Design gauss_sa_ctrl, sky130hd; sources not shown.
Register map, names as in the netlist:
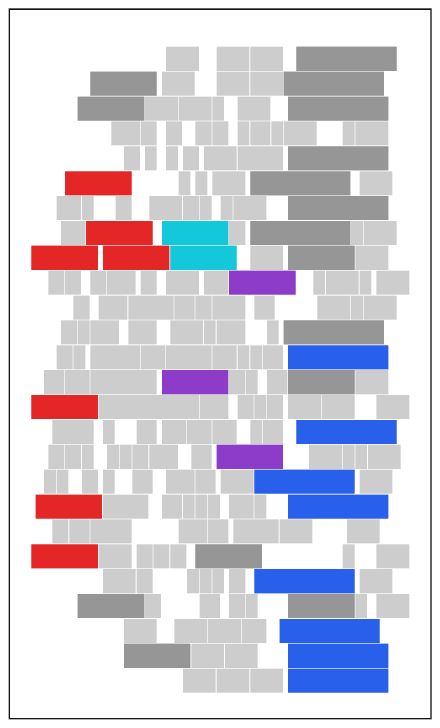
| colour | name in the netlist | placed flops |
|---|---|---|
| purple | state | 3 |
| red | cnt | 7 |
| blue | u_res_buf.mem | 8 |
| cyan | swap_reg | 2 |
not coloured: 16
fin util: 73.5%
flop share of the area: 41.0%
Reg area: 881 sq um
seq pwr: 470 uW

The metal 2 layer:
Cells faint in the background.
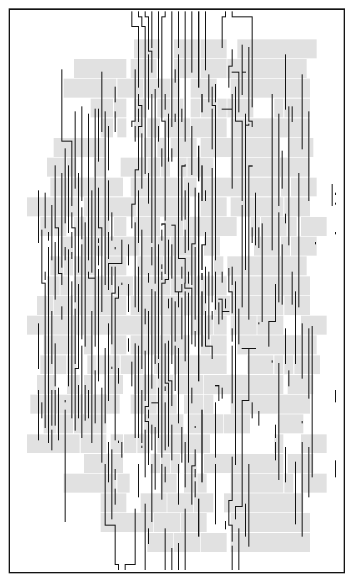
nets with wire on the layer: 195
main direction: vertical
share of all routed wire: 59%
via count: 1,384
met2 usage: 42.6%
WL final: 3.81 mm

Routing congestion:
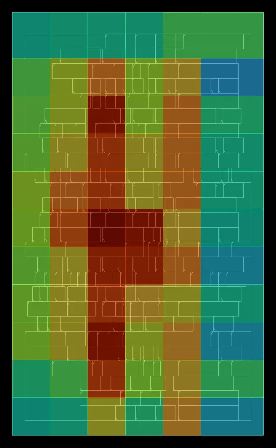
gr busiest metal: met2
Total GRT Usage: 22.9%
met1 Track Usage GR: 20.4%
met3 usage: 5.35%

==> GITHUB_STEP_SUMMARY <==
### Yosys + OpenROAD results

| Metric | Value |
|---|---|
| Die Size | `around 0.0036 sq mm` |
| Worst r2r path cells | `4` |
| Flip-flops with a built-in enable | `16` |
| # DRC | `0` |
| RSZ-0062 raised after global routing | `no` |
| Yosys chip area | `0.00169 sq mm` |
| Power per standard cell area | `between 500 and 600 mW/mm^2` |
| Peak VDD IR | `342 uV` |
| Worst Path Arrival | `2.30 ns` |
| Peak fanout along the critical path | `13` |
| Outcome | `finished, final reports clean` |
| # fillers | `between 200 and 250` |
| DR pass1 iterations | `5` |
| Total Power | `1120 uW` |
| Die Width | `~46 um` |
| # setup viols final | `0` |
| Post-Syn Instances | `173` |
| Buffer count from post-CTS setup fixing | `0` |
| CTS tree | `built` |
| Clk_lat worst skew | `a little under 0.3 ns` |
| Worst Max-Slew Pin Slew | `0.667 ns` |
| Flops & latches, synth | `36` |
| Syn nets | `between 150 and 200` |
| Antenna cells | `0` |
| # IOs | `37` |
| Tightest Hold Check Type | `reg -> reg` |
| Placer Congestion | `0.841` |
| Fp_density | `between 50% and 60%` |
| Skew final | `0.00576 ns` |
| Clock Root Buffer | `clkbuf_8` |
| H-tree levels | `2` |
| Drt initial violations | `56` |
| Largest net degree at the start of global routing | `20` |
| Ys cells | `173` |
| Post-synth area hogs | `edfxtp_1 28%, dfxtp_1 24%, mux2i_1 6.5%` |
| Max Root-Sink Buffers | `2` |
| Synth Warn # | `0` |
| CP Data Required Time | `between 3 and 4 ns` |
| Seq share, synth | `between 50% and 60%` |
| Post-synth ARST share | `0%` |
| Final Cycle Share | `66.2%` |
| Syn avg cell area | `9.79 sq um` |
| Maxcap violations | `0` |
| Final Hold Viols | `0` |
| DR vias/cell | `5.91` |
| Max-slew headroom | `55.5%` |
| Antenna violations before repair | `0` |
| Post-layout min period | `approximately 2.7 ns` |
| Setup tns final | `0 ns` |
| Area Growth Syn to Fin | `27.0%` |
| Setup slack, reg-to-reg | `1.89 ns` |
| Clock Sinks | `36` |
| Hold Path Stages | `2` |
| Grt total ovfl | `0` |
| Wire per inst | `between 15 and 20 um` |
| Dominant logic cell type in the layout | `clkdlybuf4s50_1` |
| Area leader, netlist | `edfxtp_1` |
| Number of global-route vias before repair | `~1,400` |
[power breakdown]
group / total (uW) / leakage (uW) / switching (uW) / internal (uW)
sequential: 470 / 0.000309 / 52.6 / 418
clock: 295 / 0.0000593 / 117 / 178
combinational: 357 / 0.000386 / 198 / 159
[kinds of logic after synthesis]
group | after synthesis | synth area share, %
flops | 36 | 52.0
buf+inv | 16 | 3.84
fa+ha+maj | 2 | 1.48
mux | 11 | 6.50
compound gates | 36 | 14.3
simple gates | 72 | 21.9
[metal layers]
metal  GRT usage, %  part of all wire (%)  wire length, um  up-vias
li1               -                     -                -      685
met1           20.4                    32             1240      627
met2           42.6                    59             2240       57
met3           5.35                   5.5              210       15
met4           12.3                   3.2              122        0
met5              0                     0                0        -
[synthesized netlist by cell type, types with 4 or more instances]
library cell,instances
and3_1,4
dfxtp_1,20
nor2_1,19
nand3b_1,4
nand2_1,18
edfxtp_1,16
o21ai_0,5
inv_1,5
nand2b_1,4
clkbuf_1,6
mux2i_1,11
nand3_1,9
a21oi_1,16
[critical path: stages, from the launching register on]
cell,delay (ns)
dfxtp_1,0.59
nor2b_1,0.39
nand2b_1,0.25
nor2_1,0.17
clkdlybuf4s50_1,0.61
[metrics by stage]
| step | hold WS, ns | util (%) | worst slack [ns] | area, sq um | instances |
|---|---|---|---|---|---|
| after CTS | 0.462 | 73.5 | 1.40 | 2150 | 234 |
| after global placement | 0.445 | 69.8 | 1.82 | 2040 | 226 |
| after floorplan | 0.436 | - | 2.36 | 1690 | 173 |
| after detailed placement | 0.453 | 69.8 | 1.72 | 2040 | 226 |
| after global routing | 0.503 | 73.5 | 1.20 | 2150 | 234 |
| final | 0.464 | 73.5 | 1.39 | 2150 | 234 |
[layout make-up]
class                           count  area (sq um)  share of cell area (%)
Clock buffer                        5          68.8                    3.20
Clock inverter                      3          38.8                    1.80
Inverter                            5          18.8                   0.873
Multi-Input combinational cell    121           748                    34.8
Sequential cell                    36           881                    41.0
Tap cell                           28          35.0                    1.63
Timing Repair Buffer               36           360                    16.8
Power figures rest on the tool's default switching activity, not on a simulated workload.
